**config.mk**
```make
export PLATFORM = sky130hd
export DESIGN_NAME = branch_resolve_unit_flat
export DESIGN_NICKNAME = d
export VERILOG_FILES = /design/src/rtl/branch_resolve_if.sv /design/src/rtl/branch_resolve_unit.sv /design/src/flat_wrapper.sv
export SDC_FILE = /design/constraint.sdc
export NUM_CORES = 1
export LEC_CHECK = 0
export CORE_MARGIN = 2
export CORE_UTILIZATION = 37
export CTS_BUF_LIST = sky130_fd_sc_hd__clkbuf_8
export CTS_CLUSTER_DIAMETER = 60
export DETAILED_ROUTE_END_ITERATION = 10
export GPL_ROUTABILITY_DRIVEN = 0
export PLACE_DENSITY = 0.79
export SLEW_MARGIN = 0
export SYNTH_ARGS = -nofsm -noshare
export SYNTH_HDL_FRONTEND = slang
export SYNTH_SLANG_ARGS = --single-unit
```
**constraint.sdc**
```tcl
create_clock -name clk -period 1.6 [get_ports clk]
set_input_delay 0.32 -clock clk [delete_from_list [all_inputs] [get_ports clk]]
set_output_delay 0.32 -clock clk [all_outputs]
set_load 0.02 [all_outputs]
```
**src/rtl/branch_resolve_if.sv**
```systemverilog
// branch_resolve_if: bundle between the EX stage / fetch unit and the
// branch resolve unit. The master side supplies ALU flags, the resolving
// branch and the fetch PC. The slave side (branch_resolve_unit) returns
// the prediction, the resolution, the redirect and the flush window.
interface branch_resolve_if #(
  parameter int PC_WIDTH = 16
);

  // ALU flag write path
  logic                flag_we;
  logic                n_in;
  logic                z_in;
  logic                v_in;

  // Branch in the resolve stage
  logic                br_valid;
  logic [2:0]          br_op;
  logic [PC_WIDTH-1:0] br_pc;
  logic [PC_WIDTH-1:0] br_target;
  logic                br_pred_taken;

  // Fetch-side lookup
  logic [PC_WIDTH-1:0] fetch_pc;
  logic                pred_taken;

  // Resolution results
  logic                PCSrc;
  logic                mispredict;
  logic [PC_WIDTH-1:0] redirect_pc;
  logic                flush;

  // Architectural flags
  logic                N;
  logic                Z;
  logic                V;

  // Pipeline side: drives flags, branches and fetch PC
  modport master (
    output flag_we, n_in, z_in, v_in,
    output br_valid, br_op, br_pc, br_target, br_pred_taken,
    output fetch_pc,
    input  pred_taken,
    input  PCSrc, mispredict, redirect_pc, flush,
    input  N, Z, V
  );

  // Resolve unit side
  modport slave (
    input  flag_we, n_in, z_in, v_in,
    input  br_valid, br_op, br_pc, br_target, br_pred_taken,
    input  fetch_pc,
    output pred_taken,
    output PCSrc, mispredict, redirect_pc, flush,
    output N, Z, V
  );

endinterface

```
**src/rtl/branch_resolve_unit.sv**
```systemverilog
// branch_resolve_unit: holds the N/Z/V flag register, resolves conditional
// branches one cycle after issue, checks them against the fetch-time
// prediction and produces a registered redirect plus a flush window of
// FLUSH_CYCLES cycles after every mispredict.
//
// Build option BRANCH_BHT_EN: when defined, a BHT_DEPTH-entry table of 2-bit
// saturating counters supplies pred_taken for fetch_pc. When undefined no
// table exists and pred_taken is a static not-taken (0).
//
// Parameter constraints: BHT_DEPTH a power of two >= 2, FLUSH_CYCLES 1..15.
module branch_resolve_unit #(
  parameter int PC_WIDTH     = 16,
  parameter int BHT_DEPTH    = 16,
  parameter int FLUSH_CYCLES = 2
) (
  input  logic             clk,
  input  logic             rst,
  branch_resolve_if.slave  bus
);

  localparam int         IDX        = $clog2(BHT_DEPTH);
  localparam logic [3:0] FLUSH_LOAD = 4'(FLUSH_CYCLES - 1);

  typedef enum logic [2:0] {
    OP_BNEQ    = 3'b000,
    OP_BEQ     = 3'b001,
    OP_BGT     = 3'b010,
    OP_BLT     = 3'b011,
    OP_BGTE    = 3'b100,
    OP_BLTE    = 3'b101,
    OP_BOVFL   = 3'b110,
    OP_BUNCOND = 3'b111
  } br_op_e;

  typedef enum logic {
    FL_IDLE   = 1'b0,
    FL_ACTIVE = 1'b1
  } flush_state_e;

  // Flag register
  logic                flag_n_q;
  logic                flag_z_q;
  logic                flag_v_q;

  // Condition evaluation
  logic                eval_n;
  logic                eval_z;
  logic                eval_v;
  logic                taken;
  logic                accept;
  logic                mispredict_d;

  // Registered resolution outputs
  logic                pcsrc_q;
  logic                mispredict_q;
  logic [PC_WIDTH-1:0] redirect_q;
  logic [PC_WIDTH-1:0] fallthrough_pc;

  // Flush window FSM
  flush_state_e        state_q;
  flush_state_e        state_d;
  logic [3:0]          cnt_q;
  logic [3:0]          cnt_d;

  // Only the low index bits of fetch_pc feed the table; the rest is
  // deliberately unused here.
  logic                unused_fetch_pc;
  assign unused_fetch_pc = ^bus.fetch_pc;

  // A branch is only looked at while no flush window is open; anything that
  // arrives during the window belongs to the squashed path.
  assign accept         = bus.br_valid & (state_q == FL_IDLE);
  assign fallthrough_pc = bus.br_pc + PC_WIDTH'(1);

  // Architectural flag register, written by the ALU strobe
  // NOTE: sequential state is assigned with <= so every register samples the
  // pre-edge values of its inputs regardless of block ordering.
  always_ff @(posedge clk) begin
    if (rst) begin
      flag_n_q <= 1'b0;
      flag_z_q <= 1'b0;
      flag_v_q <= 1'b0;
    end else if (bus.flag_we) begin
      flag_n_q <= bus.n_in;
      flag_z_q <= bus.z_in;
      flag_v_q <= bus.v_in;
    end
  end

  // Forward incoming ALU flags when they are written in the same cycle
  always_comb begin
    eval_n = bus.flag_we ? bus.n_in : flag_n_q;
    eval_z = bus.flag_we ? bus.z_in : flag_z_q;
    eval_v = bus.flag_we ? bus.v_in : flag_v_q;
  end

  // Decode the condition code against the evaluation flags
  // NOTE: every always_comb output gets a default first so no path can leave
  // it unassigned and infer a latch.
  always_comb begin
    taken = 1'b0;
    case (br_op_e'(bus.br_op))
      OP_BNEQ:    taken = ~eval_z;
      OP_BEQ:     taken = eval_z;
      OP_BGT:     taken = ~eval_z & ~eval_n;
      OP_BLT:     taken = eval_n;
      OP_BGTE:    taken = ~eval_n;
      OP_BLTE:    taken = eval_n | eval_z;
      OP_BOVFL:   taken = eval_v;
      OP_BUNCOND: taken = 1'b1;
      default:    taken = 1'b0;
    endcase
  end

  assign mispredict_d = accept & (taken != bus.br_pred_taken);

  // Register the resolution one cycle after issue
  always_ff @(posedge clk) begin
    if (rst) begin
      pcsrc_q      <= 1'b0;
      mispredict_q <= 1'b0;
      redirect_q   <= '0;
    end else begin
      pcsrc_q      <= accept & taken;
      mispredict_q <= mispredict_d;
      if (accept) begin
        redirect_q <= taken ? bus.br_target : fallthrough_pc;
      end
    end
  end

  // Flush FSM state and down-counter register
  always_ff @(posedge clk) begin
    if (rst) begin
      state_q <= FL_IDLE;
      cnt_q   <= '0;
    end else begin
      state_q <= state_d;
      cnt_q   <= cnt_d;
    end
  end

  // Open the window on a mispredict, close it once the counter runs out
  always_comb begin
    state_d = state_q;
    cnt_d   = cnt_q;
    case (state_q)
      FL_IDLE: begin
        if (mispredict_d) begin
          state_d = FL_ACTIVE;
          cnt_d   = FLUSH_LOAD;
        end
      end
      FL_ACTIVE: begin
        if (cnt_q == 4'd0) begin
          state_d = FL_IDLE;
        end else begin
          cnt_d = cnt_q - 4'd1;
        end
      end
      default: begin
        state_d = FL_IDLE;
        cnt_d   = '0;
      end
    endcase
  end

`ifdef BRANCH_BHT_EN
  logic [1:0]     bht_q [BHT_DEPTH];
  logic [IDX-1:0] upd_idx;
  logic [IDX-1:0] rd_idx;

  assign upd_idx = bus.br_pc[IDX-1:0];
  assign rd_idx  = bus.fetch_pc[IDX-1:0];

  // Train the indexed counter on every accepted branch, saturating both ways
  // NOTE: the table is reset entry by entry because a known weakly-not-taken
  // start state is architecturally visible through pred_taken.
  always_ff @(posedge clk) begin
    if (rst) begin
      for (int i = 0; i < BHT_DEPTH; i++) begin
        bht_q[i] <= 2'b01;
      end
    end else if (accept) begin
      if (taken && (bht_q[upd_idx] != 2'b11)) begin
        bht_q[upd_idx] <= bht_q[upd_idx] + 2'b01;
      end else if (!taken && (bht_q[upd_idx] != 2'b00)) begin
        bht_q[upd_idx] <= bht_q[upd_idx] - 2'b01;
      end
    end
  end

  // Lookup reads the registered table, so a same-index update this cycle is
  // not yet visible
  assign bus.pred_taken = bht_q[rd_idx][1];
`else
  // Static not-taken prediction
  assign bus.pred_taken = 1'b0;
`endif

  assign bus.PCSrc       = pcsrc_q;
  assign bus.mispredict  = mispredict_q;
  assign bus.redirect_pc = redirect_q;
  assign bus.flush       = (state_q == FL_ACTIVE);
  assign bus.N           = flag_n_q;
  assign bus.Z           = flag_z_q;
  assign bus.V           = flag_v_q;

endmodule

```
**src/flat_wrapper.sv**
```systemverilog
// flat-port wrapper written by rule: the top's interface ports become plain ports
module branch_resolve_unit_flat 
#(
  parameter int PC_WIDTH     = 16,
  parameter int BHT_DEPTH    = 16,
  parameter int FLUSH_CYCLES = 2
)
  (clk, rst, bus_flag_we, bus_n_in, bus_z_in, bus_v_in, bus_br_valid, bus_br_op, bus_br_pc, bus_br_target, bus_br_pred_taken, bus_fetch_pc, bus_pred_taken, bus_PCSrc, bus_mispredict, bus_redirect_pc, bus_flush, bus_N, bus_Z, bus_V);
  branch_resolve_if #(.PC_WIDTH(PC_WIDTH)) bus_i ();
  input  logic clk;
  input  logic rst;
  input wire logic [$bits(bus_i.flag_we)-1:0] bus_flag_we;
  input wire logic [$bits(bus_i.n_in)-1:0] bus_n_in;
  input wire logic [$bits(bus_i.z_in)-1:0] bus_z_in;
  input wire logic [$bits(bus_i.v_in)-1:0] bus_v_in;
  input wire logic [$bits(bus_i.br_valid)-1:0] bus_br_valid;
  input wire logic [$bits(bus_i.br_op)-1:0] bus_br_op;
  input wire logic [$bits(bus_i.br_pc)-1:0] bus_br_pc;
  input wire logic [$bits(bus_i.br_target)-1:0] bus_br_target;
  input wire logic [$bits(bus_i.br_pred_taken)-1:0] bus_br_pred_taken;
  input wire logic [$bits(bus_i.fetch_pc)-1:0] bus_fetch_pc;
  output wire logic [$bits(bus_i.pred_taken)-1:0] bus_pred_taken;
  output wire logic [$bits(bus_i.PCSrc)-1:0] bus_PCSrc;
  output wire logic [$bits(bus_i.mispredict)-1:0] bus_mispredict;
  output wire logic [$bits(bus_i.redirect_pc)-1:0] bus_redirect_pc;
  output wire logic [$bits(bus_i.flush)-1:0] bus_flush;
  output wire logic [$bits(bus_i.N)-1:0] bus_N;
  output wire logic [$bits(bus_i.Z)-1:0] bus_Z;
  output wire logic [$bits(bus_i.V)-1:0] bus_V;
  assign bus_i.flag_we = bus_flag_we;
  assign bus_i.n_in = bus_n_in;
  assign bus_i.z_in = bus_z_in;
  assign bus_i.v_in = bus_v_in;
  assign bus_i.br_valid = bus_br_valid;
  assign bus_i.br_op = bus_br_op;
  assign bus_i.br_pc = bus_br_pc;
  assign bus_i.br_target = bus_br_target;
  assign bus_i.br_pred_taken = bus_br_pred_taken;
  assign bus_i.fetch_pc = bus_fetch_pc;
  assign bus_pred_taken = bus_i.pred_taken;
  assign bus_PCSrc = bus_i.PCSrc;
  assign bus_mispredict = bus_i.mispredict;
  assign bus_redirect_pc = bus_i.redirect_pc;
  assign bus_flush = bus_i.flush;
  assign bus_N = bus_i.N;
  assign bus_Z = bus_i.Z;
  assign bus_V = bus_i.V;
  branch_resolve_unit #(.PC_WIDTH(PC_WIDTH), .BHT_DEPTH(BHT_DEPTH), .FLUSH_CYCLES(FLUSH_CYCLES)) u_core (.clk(clk), .rst(rst), .bus(bus_i));
endmodule
```
==> impl_results.rst <==
Flow metrics
------------

.. list-table::
   :header-rows: 1

   * - Metric
     - Value
   * - Run status
     - complete, but fails checks
   * - Violations in the final reports
     - setup timing
   * - Post-synth EDFFs
     - 0
   * - Top cells by count
     - sky130_fd_sc_hd__dfxtp_1, sky130_fd_sc_hd__nand4_1, sky130_fd_sc_hd__nand2_1, sky130_fd_sc_hd__nand3_1, sky130_fd_sc_hd__xnor2_1
   * - Starting utilization of the core area
     - 38.7%
   * - Buffer count from post-CTS setup fixing
     - 1
   * - DRC violation total after the first TritonRoute iteration
     - 85
   * - Die footprint
     - 4710 um^2
   * - Adder Share, Synth
     - 1.62%
   * - Flip-flop and latch count after synthesis
     - 26
   * - Number of antenna violations at the first check in global routing
     - 0
   * - Final tally of hold violations
     - 0
   * - Dominant kind of cell
     - multi-input combinational cells
   * - Total of endpoints with negative setup slack in the final report
     - 22
   * - And+or+nand+nor area frac
     - 25.6%
   * - Parity-gate share of the synthesized area counting xor and xnor cells
     - 7.93%
   * - Core region area
     - 4000 um^2
   * - Buffer type at the clock tree root
     - sky130_fd_sc_hd__clkbuf_8
   * - First-pass GRT wire length
     - 7290 um
   * - Maximum clock frequency
     - 566 MHz
   * - Buffers on Ports
     - 64
   * - Critical-path maximum fanout
     - 6
   * - First-pass DRT Iterations
     - 4
   * - Final setup slack of the worst path
     - -0.168 ns
   * - Die width
     - 68.7 um
   * - Largest stage delay on the critical path
     - 0.47 ns
   * - Synth Cell Area
     - 1550 um^2
   * - Slowest stage cell, crit path
     - sky130_fd_sc_hd__clkdlybuf4s50_1
   * - Row cnt
     - 23
   * - Most frequently placed logic cell in the final layout
     - sky130_fd_sc_hd__clkdlybuf4s50_1
   * - HPWL Detailed
     - 3440 um
   * - Post-synthesis cell type with the largest combined area
     - sky130_fd_sc_hd__dfxtp_1
   * - DRT antenna net count
     - 0
   * - Cell total after placement
     - 320
   * - Remaining design rule violation count
     - 0
   * - Fraction of layout cells with a size suffix above 1
     - 28.0%
   * - Crit path time final
     - 1.77 ns
   * - Log Warnings
     - 45
   * - Final TNS setup
     - -1.72 ns
   * - Most used flip-flop cell after synthesis
     - sky130_fd_sc_hd__dfxtp_1
   * - Maximum number of pins on one net before global-route repair
     - 31
   * - Signal arrival time at the worst endpoint
     - 1.93 ns
   * - Routed wirelength normalized by instance count
     - 14.1 um
## final timing paths
kind,from,endpoint,slack (ns),depth (start not counted)
worst max-delay path,bus_v_in,u_core.cnt_q[0],-0.17,6
worst min-delay path,bus_flag_we,u_core.bus.Z,0.47,4
worst max register to register,u_core.bus.N,u_core.cnt_q[0],-0.14,5
worst min register to register,u_core.bus.redirect_pc[7],u_core.bus.redirect_pc[7],0.50,2
## power breakdown
| part | leakage, nW | internal, W | switching (W) |
|---|---|---|---|
| clock | 0.0357 | 0.000334 | 0.000197 |
| combinational | 0.873 | 0.000393 | 0.000323 |
| sequential | 0.215 | 0.000706 | 0.0000378 |
Figure 1. Wiring by layer.
Two of the layers only.
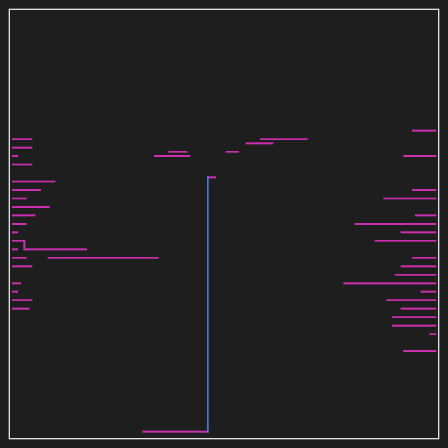
layer	color	wire length
met4	blue	40.8 um
met3	magenta	228 um

Figure 2. Clock nets.
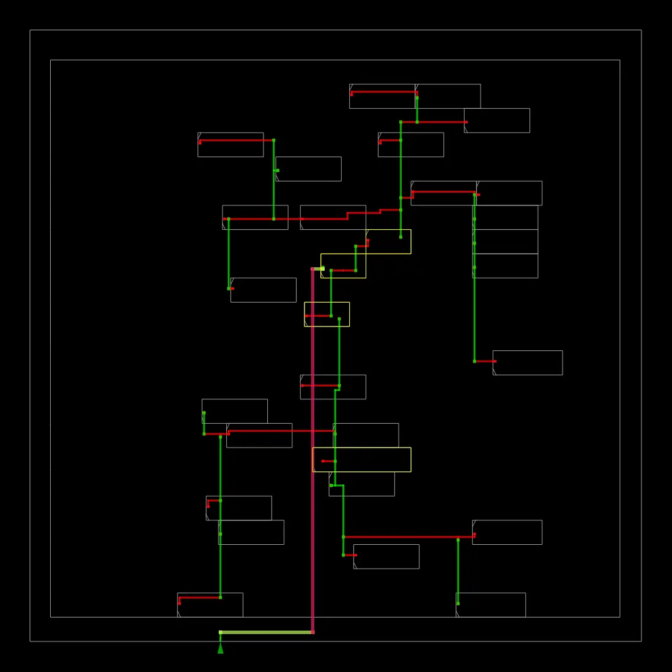
registers: 26
reported clock group power: 0.000532 W
worst skew pair latency: 0.26 ns
worst setup skew after layout: 0.00124 ns

Figure 3. Cells by drive strength.
Bar = 20 um.
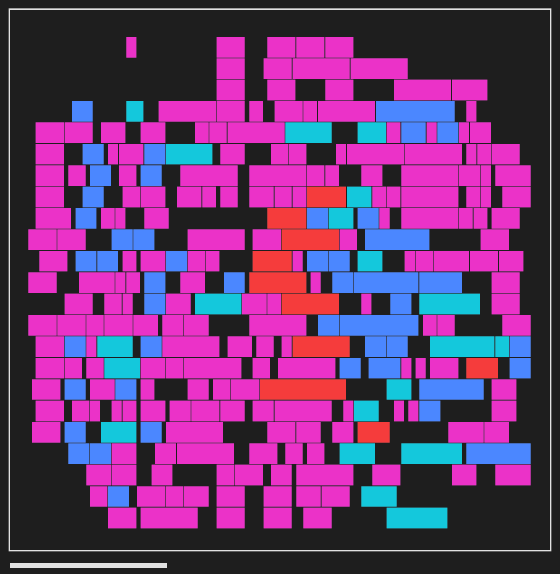
size	color	cells
drive 1 or less	magenta	198
drive 2	cyan	20
drive 6 and up	red	10
drive 3 to 4	blue	47
Layout area overhead: 78.5%
layout buffer count excluding clock buffers: 108
final setup slack of the worst path: -0.168 ns
cell area after layout: 2760 um^2

Figure 4. Metal 2.
Cells faint in the background.
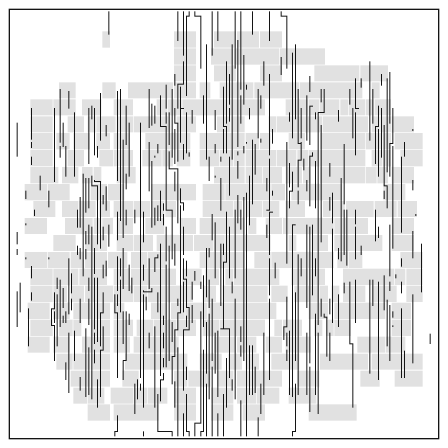
main direction	vertical
share of all routed wire	52%
longest straight run	40.8 um
nets with wire on the layer	278

Power is estimated from default activity; no workload was simulated.
